**Run 1: met1 routing**

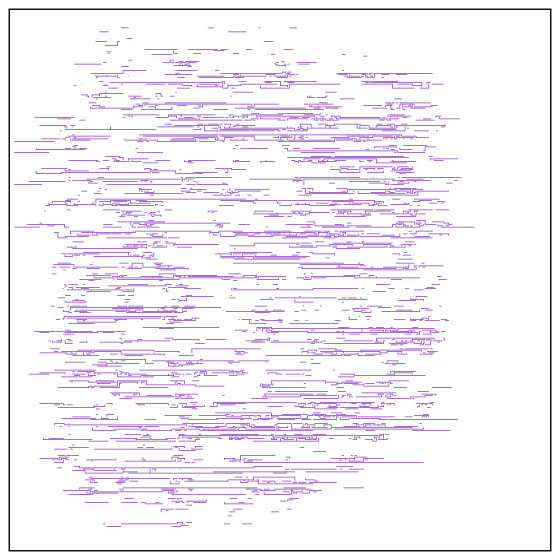
**Run 1: placement density heat map**

14 x 14 tiles, from white (low) to dark blue (high), 0 to 100% covered.
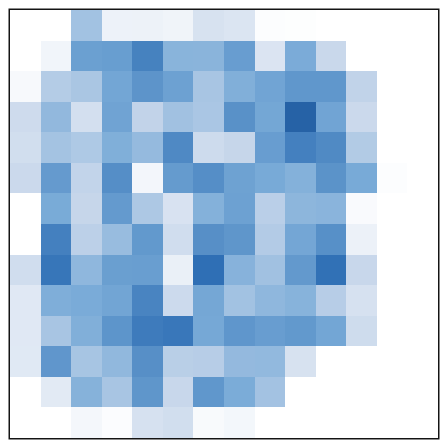
**Run 1: signal wires on met2**

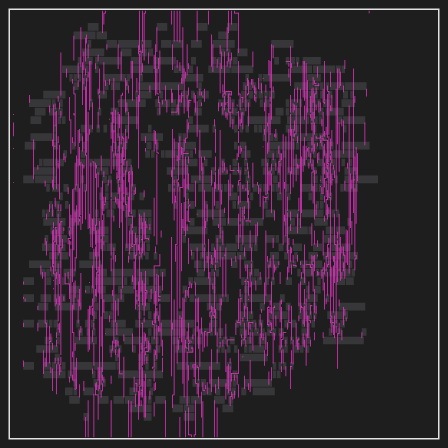
$ cat src/rtl/seq_control_unit.sv
// Sequential control unit: single-cycle add/sub/and, iterative signed multiply over WIDTH cycles.
// Optional macro SEQ_CU_SAT_EN selects saturating add/sub (default build wraps modulo 2^WIDTH).
module seq_control_unit #(
  parameter int unsigned WIDTH = 8
) (
  input  logic             clk,
  input  logic             rst,
  input  logic             start,
  input  logic [1:0]       ctrl,
  input  logic [WIDTH-1:0] a,
  input  logic [WIDTH-1:0] b,
  output logic             busy,
  output logic             done,
  output logic [WIDTH-1:0] res_l,
  output logic [WIDTH-1:0] res_h,
  output logic             zero,
  output logic             overflow,
  output logic             cout
);

  localparam int unsigned     CW   = (WIDTH > 1) ? $clog2(WIDTH) : 1;
  localparam logic [CW-1:0]   LAST = CW'(WIDTH - 1);
  localparam logic [1:0]      OP_MUL = 2'b10;
  localparam logic [1:0]      OP_AND = 2'b11;

  typedef enum logic [1:0] {S_IDLE, S_MUL, S_DONE} state_t;

  state_t             state_q, state_d;
  logic [WIDTH-1:0]   a_q, a_d, b_q, b_d;
  logic [1:0]         ctrl_q, ctrl_d;
  logic [CW-1:0]      cnt_q, cnt_d;
  logic [2*WIDTH-1:0] acc_q, acc_d;
  logic [WIDTH-1:0]   res_l_q, res_l_d, res_h_q, res_h_d;
  logic               zero_q, zero_d, overflow_q, overflow_d, cout_q, cout_d;

  logic [2*WIDTH-1:0] a_ext, pp, acc_step;
  logic [1:0]         op;
  logic [WIDTH-1:0]   opa, opb, bop;
  logic [WIDTH:0]     sum;
  logic [WIDTH-1:0]   r_l, r_h;
  logic               r_zero, r_ovf, r_cout;

  // One multiplier bit per cycle; the MSB of b carries negative weight, so it is subtracted.
  always_comb begin
    a_ext    = {{WIDTH{a_q[WIDTH-1]}}, a_q};
    pp       = b_q[cnt_q] ? (a_ext << cnt_q) : '0;
    acc_step = (cnt_q == LAST) ? (acc_q - pp) : (acc_q + pp);
  end

  // Result packing is shared by both completion edges: IDLE->DONE uses the
  // operands being accepted, MUL->DONE uses the latched opcode and product.
  always_comb begin
    op  = (state_q == S_IDLE) ? ctrl : ctrl_q;
    opa = (state_q == S_IDLE) ? a    : a_q;
    opb = (state_q == S_IDLE) ? b    : b_q;
    bop = op[0] ? ~opb : opb;
    sum = {1'b0, opa} + {1'b0, bop} + {{WIDTH{1'b0}}, op[0]};
    r_l    = '0;
    r_h    = '0;
    r_ovf  = 1'b0;
    r_cout = 1'b0;
    case (op)
      OP_MUL: begin
        r_l   = acc_step[WIDTH-1:0];
        r_h   = acc_step[2*WIDTH-1:WIDTH];
        r_ovf = (r_h != {WIDTH{r_l[WIDTH-1]}});
      end
      OP_AND: r_l = opa & opb;
      default: begin
        r_l    = sum[WIDTH-1:0];
        r_cout = sum[WIDTH];
        r_h    = {WIDTH{sum[WIDTH]}};
        r_ovf  = (opa[WIDTH-1] == bop[WIDTH-1]) && (sum[WIDTH-1] != opa[WIDTH-1]);
`ifdef SEQ_CU_SAT_EN
        if (r_ovf) begin
          r_l = opa[WIDTH-1] ? {1'b1, {(WIDTH-1){1'b0}}} : {1'b0, {(WIDTH-1){1'b1}}};
        end
`endif
      end
    endcase
    r_zero = (op == OP_MUL) ? ({r_h, r_l} == '0) : (r_l == '0);
  end

  always_comb begin
    state_d    = state_q;
    a_d        = a_q;
    b_d        = b_q;
    ctrl_d     = ctrl_q;
    cnt_d      = cnt_q;
    acc_d      = acc_q;
    res_l_d    = res_l_q;
    res_h_d    = res_h_q;
    zero_d     = zero_q;
    overflow_d = overflow_q;
    cout_d     = cout_q;
    case (state_q)
      S_IDLE: begin
        if (start) begin
          a_d    = a;
          b_d    = b;
          ctrl_d = ctrl;
          if (ctrl == OP_MUL) begin
            state_d = S_MUL;
            cnt_d   = '0;
            acc_d   = '0;
          end else begin
            state_d    = S_DONE;
            res_l_d    = r_l;
            res_h_d    = r_h;
            zero_d     = r_zero;
            overflow_d = r_ovf;
            cout_d     = r_cout;
          end
        end
      end
      S_MUL: begin
        acc_d = acc_step;
        cnt_d = cnt_q + CW'(1);
        if (cnt_q == LAST) begin
          state_d    = S_DONE;
          cnt_d      = '0;
          res_l_d    = r_l;
          res_h_d    = r_h;
          zero_d     = r_zero;
          overflow_d = r_ovf;
          cout_d     = r_cout;
        end
      end
      S_DONE:  state_d = S_IDLE;
      default: state_d = S_IDLE;
    endcase
  end

  always_ff @(posedge clk) begin
    if (rst) begin
      state_q    <= S_IDLE;
      a_q        <= '0;
      b_q        <= '0;
      ctrl_q     <= '0;
      cnt_q      <= '0;
      acc_q      <= '0;
      res_l_q    <= '0;
      res_h_q    <= '0;
      zero_q     <= 1'b0;
      overflow_q <= 1'b0;
      cout_q     <= 1'b0;
    end else begin
      state_q    <= state_d;
      a_q        <= a_d;
      b_q        <= b_d;
      ctrl_q     <= ctrl_d;
      cnt_q      <= cnt_d;
      acc_q      <= acc_d;
      res_l_q    <= res_l_d;
      res_h_q    <= res_h_d;
      zero_q     <= zero_d;
      overflow_q <= overflow_d;
      cout_q     <= cout_d;
    end
  end

  assign busy     = (state_q != S_IDLE);
  assign done     = (state_q == S_DONE);
  assign res_l    = res_l_q;
  assign res_h    = res_h_q;
  assign zero     = zero_q;
  assign overflow = overflow_q;
  assign cout     = cout_q;

endmodule

$ cat config.mk
export PLATFORM = sky130hd
export DESIGN_NAME = seq_control_unit
export DESIGN_NICKNAME = d
export VERILOG_FILES = /design/src/rtl/seq_control_unit.sv
export SDC_FILE = /design/constraint.sdc
export NUM_CORES = 1
export LEC_CHECK = 0
export ABC_AREA = 1
export CORE_MARGIN = 4
export CORE_UTILIZATION = 28
export DETAILED_ROUTE_END_ITERATION = 8
export GPL_TIMING_DRIVEN = 0
export PLACE_DENSITY = 0.44
export REMOVE_ABC_BUFFERS = 1
export SLEW_MARGIN = 20
export SYNTH_ARGS = -nofsm -noshare
export SYNTH_HDL_FRONTEND = slang
export SYNTH_SLANG_ARGS = --single-unit
$ cat constraint.sdc
create_clock -name clk -period 4.2 [get_ports clk]
set_clock_uncertainty 0.05 [all_clocks]
set_input_delay 0.84 -clock clk [delete_from_list [all_inputs] [get_ports clk]]
set_output_delay 0.84 -clock clk [all_outputs]
set_load 0.005 [all_outputs]
==> impl_metrics.json, run 1 <==
{
  "status": "completed",
  "place.gp.congestion": 0.9315,
  "tightest_slew_ns": 0.9776,
  "grt_pass1_vias": 4666,
  "dr_wl_met3_um": 362,
  "viasPerCell": 4.759,
  "drive_gt1_frac": 0.1294,
  "synthDominantCellAreaShare": 0.2479,
  "leakagePower_nw": 2.755,
  "dieArea_um2": 18860,
  "setup_slack_ns": 0.2502,
  "ir_drop_mv": 0.2181,
  "comb_area_um2": 3192,
  "die_x_um": 137.3,
  "edf_count": 0,
  "ys_chip_area_um2": 4683,
  "required_ns": 4.43,
  "clk_path_buf_depth": 2,
  "top_cell": "nand2_1",
  "endpoint_kind": "flip-flop",
  "core_region_area_um2": 16470,
  "setup_violations": 0,
  "yosys.stat.seqShare": 0.2479,
  "wire_per_inst_um": 14.32,
  "register_area_um2": 1172,
  "grt_pass1_wl_um": 23400,
  "cp.arrival_ns": 4.18,
  "grtUsageTotal": 0.1590,
  "crit_type": "reg -> reg",
  "dr.first_iter.drc_count": 234,
  "io_pins": 42,
  "area_growth_pct": 26.37,
  "final_max_slew_viol_count": 0,
  "antenna_found_initial": 0,
  "drt-met1-wl_um": 7247,
  "drtPass1Iterations": 5,
  "cts_tree": "built",
  "max_cap_violations": 0,
  "wl_met2_um": 6661,
  "cts-root-buf": "clkbuf_16",
  "yosysTopAreaCell": "dfxtp_1",
  "hold_buffers": 0,
  "numCtsBuffers": 9,
  "top_cells_by_count": "nand2_1, inv_1, nor2_1, a21oi_1, dfxtp_1",
  "hold_viol_final": 0,
  "warnings": 25,
  "grt_max_degree": 33,
  "gr-total-overflow": 0,
  "period_used_share": 0.9404,
  "synthesis.area_um2": 4683,
  "busiest_layer": "met2",
  "min_path_type": "reg -> reg",
  "n_antenna_cell": 0,
  "top_layer_used": "met4",
  "power.total_w": 0.003042,
  "cts_max_level": 3,
  "fillers": 1839,
  "fin_nets": 847,
  "antenna_left": 0,
  "ys_cells": 750,
  "clkTransAtPathRegs_ns": 0.06,
  "synth_warnings": 0,
  "drc": 0,
  "hold-worst-slack_ns": 0.4142,
  "ys_ff": 58,
  "syn_avg_cell_area_um2": 6.244
}
Back to the opening pictures, 'met1 routing':
wire length on this layer = 7250 um
main direction = horizontal
met1 Usage GRT: 0.2097
via count: 4873

Back to the opening pictures, 'placement density heat map':
fullest tile = 80%
emptiest ninth of the die = south-east
densest ninth of the die = center
nearly empty tiles = 26%
mean over tiles = 30%
utilization after layout: 0.3594
floorplan utilization: 0.2844

Back to the opening pictures, 'signal wires on met2':
share of all routed wire = 45%
nets with wire on the layer = 705
main direction = vertical
overall routed net length: 14670 um
GR Util met2: 0.2578

-- run 1: cells by family after synthesis --
| group | Yosys count | share of synthesized area |
|---|---|---|
| mux | 1 | 0.002137 |
| fa+ha+maj | 27 | 0.07534 |
| flops | 58 | 0.2479 |
| simple gates | 353 | 0.3211 |
| buf+inv | 121 | 0.1037 |
| compound gates | 159 | 0.1918 |
| xor+xnor | 31 | 0.05797 |
-- run 1: area by class of cell --
class / instances / area share
clock buffer: 10 / 0.04038
clock inverter: 6 / 0.01121
inverter: 95 / 0.06342
multi-input combinational: 571 / 0.5393
sequential: 58 / 0.1981
tap: 220 / 0.04651
timing repair buffer: 64 / 0.1011
-- run 1: flip-flops by register name (all words and copies together), names as in the netlist --
register / count
a_q: 8
acc_q: 16
b_q: 8
cnt_q: 3
cout: 1
ctrl_q: 2
overflow: 1
res_h: 8
res_l: 8
state_q: 2
zero: 1
-- run 1: path summary, 6_finish.rpt --
check                              start        to  slack (ns)  cells past startpoint
worst max-delay path            cnt_q[1]      zero        0.25                     24
worst min-delay path            acc_q[0]  acc_q[0]        0.41                      2
worst max register to register  cnt_q[1]      zero        0.25                     24
worst min register to register  acc_q[0]  acc_q[0]        0.41                      2
-- run 1: through the flow --
stage	area, um2	cells	setup TNS, ns
finish	5918	1024	0
global route	5918	1024	-0.01878
CTS	5654	1006	0
detailed placement	5310	989	-2.439
global placement	5240	985	-2.499
floorplan	4554	724	0
-- run 1: what timing repair did --
item,in CTS,in global routing
endpoints found under the setup margin,11,8
pin swaps,1,8
setup buffers,1,18
gates resized,11,35
-- run 1: worst max-delay path, cell delays in order (launching register included) --
cell,delay [ns]
dfxtp_4,0.40
clkinvlp_4,0.14
nand3_1,0.10
nand2_1,0.12
nand3b_1,0.17
ha_2,0.21
nor3b_4,0.21
nand4_1,0.18
buf_4,0.19
nand2_1,0.06
xor2_1,0.19
ha_1,0.31
inv_1,0.10
o21ai_1,0.11
a21oi_1,0.23
nand3_2,0.15
xor2_2,0.21
nand2_1,0.10
nand2_1,0.05
nand3b_1,0.17
nor2_1,0.09
nand3_1,0.08
nand2_1,0.09
nand2_1,0.07
a21oi_2,0.11
-- run 1: layout by cell type, fill, tap and decap left out, types with 3 or more instances in the layout --
cell type / count
nand2_1: 202
inv_1: 86
nor2_1: 60
a21oi_1: 57
dfxtp_1: 55
nand3_1: 50
o21ai_0: 47
clkdlybuf4s50_1: 40
ha_1: 22
xor2_1: 18
buf_4: 16
o21ai_1: 13
xnor2_1: 10
clkbuf_16: 9
nand2_2: 8
a211oi_1: 8
o211ai_1: 7
clkinvlp_4: 6
inv_2: 5
nor2_2: 5
or2_2: 5
a21oi_2: 5
o21ai_2: 5
a21o_1: 5
nor2_4: 3
nand3b_1: 3
nand3_2: 3
nand4_1: 3
xor2_2: 3
nor3_1: 3
dfxtp_4: 3
buf_2: 3
-- run 1: report_power, final --
part / internal (W) / total, W / switching, W
clock: 0.000475 / 0.000776 / 0.000300
sequential: 0.000615 / 0.000655 / 0.0000401
combinational: 0.000589 / 0.00161 / 0.00102
**Run 1: register map, names as in the netlist**

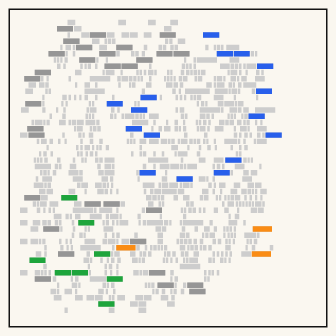

## Run 2: what changed since run 1
--- a/config.mk
+++ b/config.mk
@@ -10,9 +10,11 @@
 export CORE_UTILIZATION = 28
 export DETAILED_ROUTE_END_ITERATION = 8
 export GPL_TIMING_DRIVEN = 0
+export MAX_ROUTING_LAYER = met4
 export PLACE_DENSITY = 0.44
 export REMOVE_ABC_BUFFERS = 1
 export SLEW_MARGIN = 20
 export SYNTH_ARGS = -nofsm -noshare
 export SYNTH_HDL_FRONTEND = slang
 export SYNTH_SLANG_ARGS = --single-unit
+export TNS_END_PERCENT = 50
**Run 2: register map, names as in the netlist**

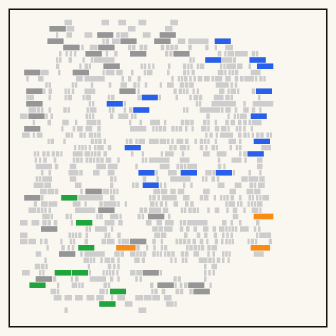
acc_q -> blue  # sequential cells 16
b_q -> green  # sequential cells 8, where south-west
cnt_q -> orange  # sequential cells 3
not colored = 31
Power Sequential: 0.000656 W
utilization after layout: 0.3583

==> run 2 against run 1 <==
Register-to-register slack about the same. Clock-buffer cell count increased by 1. Utilization decreased by 0.11 points. Synthesized area unchanged. Clock power increased by 4.0%. Sequential power about the same. Fmax about the same. Hold slack improved by 0.0042 ns. Total power increased by 0.21%. Setup slack got worse by 0.0019 ns. Critical path depth increased by 2.
==> impl_metrics.json, run 2 <==
{
  "reg2reg_slack_ns": 0.25,
  "groute.layer.met2.usage": 0.2586,
  "busiest_layer": "met2",
  "hold-worst-slack_ns": 0.4185,
  "synth_warnings": 0,
  "status": "completed",
  "drc": 0,
  "pwr-share-seq": 0.215,
  "cts-root-buf": "clkbuf_16",
  "synthesis.area_um2": 4683,
  "power.switching_w": 0.001317,
  "ir_drop_mv": 0.2148,
  "grtUsageTotal": 0.1646,
  "wire_per_inst_um": 14.37,
  "yosysTopAreaCell": "dfxtp_1",
  "ys_cells": 750,
  "tightest_slew_ns": 0.9944,
  "io_pins": 42,
  "area_growth_pct": 25.97,
  "drtPass1Iterations": 4,
  "fin_nets": 846,
  "largest_register_ffs": 16,
  "numCtsBuffers": 9,
  "p_int_w": 0.001731,
  "dieArea_um2": 18860,
  "clkTransAtPathRegs_ns": 0.05,
  "hold_viol_final": 0,
  "min_to": "acc_q[9]",
  "cts_max_level": 3,
  "leakagePower_nw": 2.754,
  "grt_util_met1": 0.2121,
  "syn_avg_cell_area_um2": 6.244,
  "crit_type": "reg -> reg",
  "final_max_slew_viol_count": 0,
  "cts_tree": "built",
  "lay_top_count": "nand2_1",
  "r2r_start": "cnt_q[0]",
  "holdCritStartpoint": "acc_q[9]",
  "required_ns": 4.37,
  "ff2ff_path_depth": 26,
  "largest_register": "acc_q",
  "top_cells_by_count": "nand2_1, inv_1, nor2_1, a21oi_1, dfxtp_1",
  "sw_frac_of_total": 0.4321,
  "die_x_um": 137.3,
  "ys_ff": 58,
  "p_clk_frac": 0.265,
  "hold_buffers": 0,
  "place.gp.congestion": 0.9534,
  "min_path_type": "reg -> reg",
  "dr.first_iter.drc_count": 224,
  "edf_count": 0,
  "gr-total-overflow": 0,
  "antenna_found_initial": 0,
  "routed_wl_um": 14710,
  "combPwrFrac": 0.520,
  "grt_pass1_vias": 4749,
  "power.total_w": 0.003049,
  "antenna_left": 0,
  "top_cell": "nand2_1",
  "grt_pass1_wl_um": 23660,
  "cp.arrival_ns": 4.12,
  "clk_path_buf_depth": 2,
  "synthDominantCellAreaShare": 0.2479,
  "vias": 4903,
  "holdPathStages": 2,
  "core_region_area_um2": 16470,
  "max_cap_violations": 0,
  "rr_endpoint": "overflow",
  "n_antenna_cell": 0,
  "grt_max_degree": 33,
  "drive_gt1_frac": 0.1245,
  "endpoint_kind": "flip-flop",
  "viasPerCell": 4.793
}
[run 2: cell counts after synthesis]
No cell type changed its count.
[run 2: timing repair]
item,CTS,global route
setup buffers,3,14
pin swaps,0,5
resized,11,34
endpoints found under the setup margin,11,9
gates cloned,0,1
[run 2: kinds of logic (layout without fill, tap and decap cells)]
group                      after synthesis  count (layout)  share of synthesized area
AOI/OAI and AO/OA                      159             159                     0.1918
adders and majority gates               27              27                    0.07534
muxes                                    1               1                   0.002137
buffers and inverters                  121             174                     0.1037
xor gates and xnor gates                31              31                    0.05797
DFF                                     58              58                     0.2479
and+or+nand+nor                        353             353                     0.3211
[run 2: power groups by stage]
stage / Combinational (W) / Sequential, W / Clock, W
finish: 0.00159 / 0.000656 / 0.000807
global route: 0.00179 / 0.000664 / 0.000853
CTS: 0.00151 / 0.000657 / 0.000830
detailed placement: 0.00148 / 0.000669 / 0
global placement: 0.00147 / 0.000667 / 0
floorplan: 0.00103 / 0.000662 / 0
[run 2: metal layers]
metal | up-vias | wire [um] | part of all wire
met5 | - | 0 | 0
met4 | 0 | 431 | 0.029
met3 | 28 | 398 | 0.027
met2 | 77 | 6752 | 0.46
met1 | 2260 | 7122 | 0.48
li1 | 2538 | - | -
[run 2: stage by stage]
stage	instances	setup WS [ns]	utilization	setup TNS (ns)	cell area (um2)
floorplan	724	0.3826	-	0	4554
CTS	1008	0.004070	0.3453	0	5685
global placement	985	-0.5819	0.3182	-2.561	5240
global route	1023	-0.04660	0.3583	-0.09219	5899
finish	1023	0.2483	0.3583	0	5899
detailed placement	989	-0.5501	0.3225	-2.254	5310
[run 2: worst max-delay path by stage]
stage / start / endpoint / slack [ns] / cells past startpoint
6_report: cnt_q[0] / overflow / 0.25 / 26
4_1_cts: cnt_q[0] / overflow / 0.004 / 26
3_5_place_dp: cnt_q[1] / zero / -0.55 / 24
5_1_grt: cnt_q[0] / overflow / -0.05 / 26
3_3_place_gp: cnt_q[0] / zero / -0.58 / 25
2_1_floorplan: cnt_q[1] / overflow / 0.38 / 25
[run 2: final cells by class]
type / instances / area, um2
fillers: 1840 / 10570
multi-input cells: 571 / 3163
flip-flops and latches: 58 / 1172
repair buffers: 62 / 588.1
inverters: 95 / 375.4
well taps: 220 / 275.3
clock buffers: 11 / 242.7
clock inverters: 5 / 77.57
repair inverters: 1 / 5.005
[run 2: worst max-delay path, stage by stage, from the launching register on]
cell and delay [ns]:
dfxtp_4 0.41, inv_8 0.11, nand2_1 0.06, nand3_1 0.07
nand2_1 0.12, nand3b_1 0.17, ha_2 0.20, nor3b_4 0.21
nand4_1 0.24, o21ai_2 0.23, xor2_1 0.17, inv_1 0.10
ha_4 0.28, nand2_1 0.07, nor2_2 0.13, nand3_1 0.11
nand3_2 0.14, a21oi_2 0.08, or2_2 0.29, nand2_1 0.08
inv_1 0.05, nor3_1 0.16, nand2_1 0.08, nand2_1 0.06
nand2_1 0.05, nand2_1 0.08, a21oi_2 0.05
## Run 3: what changed since run 2
--- a/config.mk
+++ b/config.mk
@@ -7,11 +7,11 @@
 export LEC_CHECK = 0
 export ABC_AREA = 1
 export CORE_MARGIN = 4
-export CORE_UTILIZATION = 28
+export CORE_UTILIZATION = 45
 export DETAILED_ROUTE_END_ITERATION = 8
 export GPL_TIMING_DRIVEN = 0
 export MAX_ROUTING_LAYER = met4
-export PLACE_DENSITY = 0.44
+export PLACE_DENSITY = 0.64
 export REMOVE_ABC_BUFFERS = 1
 export SLEW_MARGIN = 20
 export SYNTH_ARGS = -nofsm -noshare
**Run 3: register map, names as in the netlist**

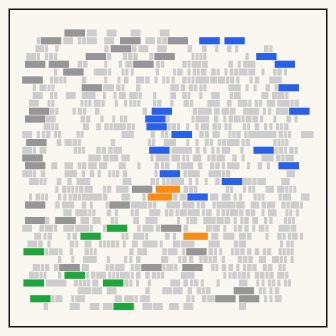
cnt_q -> orange  # sequential cells 3
b_q -> green  # sequential cells 8, where south-west
acc_q -> blue  # sequential cells 16
not colored = 31
Power Sequential: 0.000655 W
register area: 1172 um2
sequential share of cell area: 0.2101
utilization after layout: 0.5606

==> run 3 against run 2 <==
Global-route usage is 7.8 points higher. Total power shrank 11%. Cell count fell by 9.2%. Synthesized cell count unchanged. Via count is 0.53% lower. Die size shrank 36%. Largest cell class unchanged. Largest power group unchanged. Highest routed layer unchanged.
==> impl_metrics.json, run 3 <==
{
  "status": "completed",
  "startpoint": "cnt_q[1]",
  "grtUsageTotal": 0.2424,
  "tightest_slew_ns": 0.9399,
  "dieArea_um2": 12100,
  "largest_register": "acc_q",
  "largest_register_ffs": 16,
  "hold_buffers": 0,
  "period_used_share": 0.9405,
  "pre_cts_slack_ns": -0.5243,
  "drtPass1Iterations": 5,
  "io_pins": 42,
  "sw_frac_of_total": 0.4604,
  "synthDominantCellAreaShare": 0.2479,
  "reg2reg_slack_ns": 0.25,
  "layout_top_cells": "nand2_1, inv_1, nor2_1",
  "area_growth_pct": 19.16,
  "vias": 4877,
  "core_region_area_um2": 9955,
  "viasPerCell": 5.250,
  "cp.arrival_ns": 4.18,
  "slowest_stage": "dfxtp_4",
  "p_clk_frac": 0.193,
  "p_int_w": 0.001468,
  "edf_count": 0,
  "fillers": 1026,
  "fin_nets": 839,
  "dp.cells": 901,
  "grt_pass1_vias": 4564,
  "final_cells": 929,
  "ys_chip_area_um2": 4683,
  "top_cells_by_count": "nand2_1, inv_1, nor2_1, a21oi_1, dfxtp_1",
  "rr_endpoint": "zero",
  "top_cell": "nand2_1",
  "min_path_type": "reg -> reg",
  "hold_viol_final": 0,
  "drc": 0,
  "ys_ff": 58,
  "clk_path_buf_depth": 2,
  "syn_avg_cell_area_um2": 6.244,
  "busiest_layer": "met2",
  "n_antenna_cell": 0,
  "leakagePower_nw": 2.678,
  "combPwrFrac": 0.566,
  "drive_gt1_frac": 0.1055,
  "grt_max_degree": 33,
  "max_cap_violations": 0,
  "antenna_left": 0,
  "routed_wl_um": 13640,
  "grt_pass1_wl_um": 22220,
  "crit_type": "reg -> reg"
}
==> run 3: cell count changes in the layout (fill, tap and decap cells not counted), moves of 3 or more <==
cell | previous run | this run
buf_4 | 16 | 9
clkbuf_16 | 9 | 0
clkbuf_8 | 1 | 14
ha_1 | 22 | 25
==> run 3: how the worst min path moves through the flow <==
stage / startpoint / endpoint / slack [ns] / cells past startpoint
2_1_floorplan: acc_q[0] / acc_q[0] / 0.38 / 2
3_3_place_gp: acc_q[0] / acc_q[0] / 0.40 / 2
3_5_place_dp: acc_q[0] / acc_q[0] / 0.41 / 2
4_1_cts: acc_q[0] / acc_q[0] / 0.42 / 2
5_1_grt: acc_q[0] / acc_q[0] / 0.44 / 2
6_report: acc_q[0] / acc_q[0] / 0.41 / 2
==> run 3: timing repair <==
action                                  CTS  global route
resized                                  10            25
setup buffers                             1            11
pin swaps                                 0             6
endpoints found under the setup margin   11             8
==> run 3: power groups by stage <==
| stage | sequential, W | combinational [W] | clock (W) |
|---|---|---|---|
| floorplan | 0.000662 | 0.00103 | 0 |
| global placement | 0.000665 | 0.00144 | 0 |
| detailed placement | 0.000667 | 0.00145 | 0 |
| CTS | 0.000655 | 0.00147 | 0.000534 |
| global route | 0.000661 | 0.00174 | 0.000561 |
| finish | 0.000655 | 0.00154 | 0.000526 |
==> run 3: critical path, delay by kind of cell (launching register included) <==
| kind | cells | cell delay (ns) |
|---|---|---|
| xor+xnor | 2 | 0.41 |
| flops | 1 | 0.40 |
| fa+ha+maj | 2 | 0.49 |
| simple gates | 13 | 1.60 |
| buf+inv | 3 | 0.35 |
| compound gates | 4 | 0.58 |
==> run 3: area by class of cell <==
class,count,area share
inverters,95,0.06614
repair buffers,56,0.09619
well taps,133,0.02982
multi-input cells,571,0.5617
clock inverters,1,0.0008969
flip-flops and latches,58,0.2101
clock buffers,15,0.03520
==> run 3: logic make-up (layout without fill, tap and decap cells) <==
group	after synthesis	count (layout)	share of synthesized area
adders and majority gates	27	27	0.07534
AOI/OAI and AO/OA	159	159	0.1918
buffers and inverters	121	167	0.1037
xor gates and xnor gates	31	31	0.05797
and+or+nand+nor	353	353	0.3211
DFF	58	58	0.2479
muxes	1	1	0.002137
==> run 3: metrics by stage <==
stage,hold WS [ns],total power [W],util,cell area [um2],setup TNS [ns]
floorplan,0.3849,0.001692,-,4554,0
finish,0.4135,0.002720,0.5606,5580,0
CTS,0.4166,0.002661,0.5452,5428,0
global route,0.4407,0.002964,0.5606,5580,-0.01143
detailed placement,0.4064,0.002118,0.5214,5190,-2.359
global placement,0.3994,0.002103,0.5155,5131,-2.160
==> run 3: layer usage <==
layer  vias up  share of wire  wire length (um)
li1       2524              -                 -
met1      2237           0.49              6662
met2       101           0.46              6241
met3        15          0.041               554
met4         0          0.013               182
met5         -              0                 0

==> gallery <==
Cell outlines without signal wires.
shot_01.png
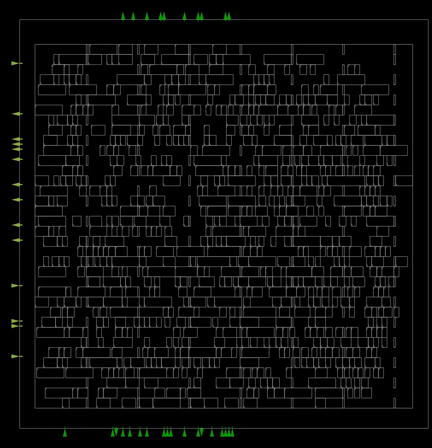
shot_02.png
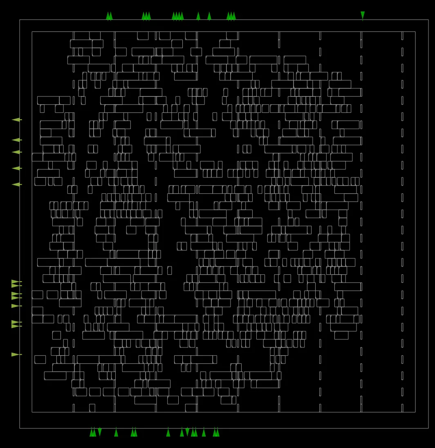
shot_02.png: run 2
shot_01.png: run 3
- highest utilization: shot_01.png

Power and IR drop assume default switching activity.
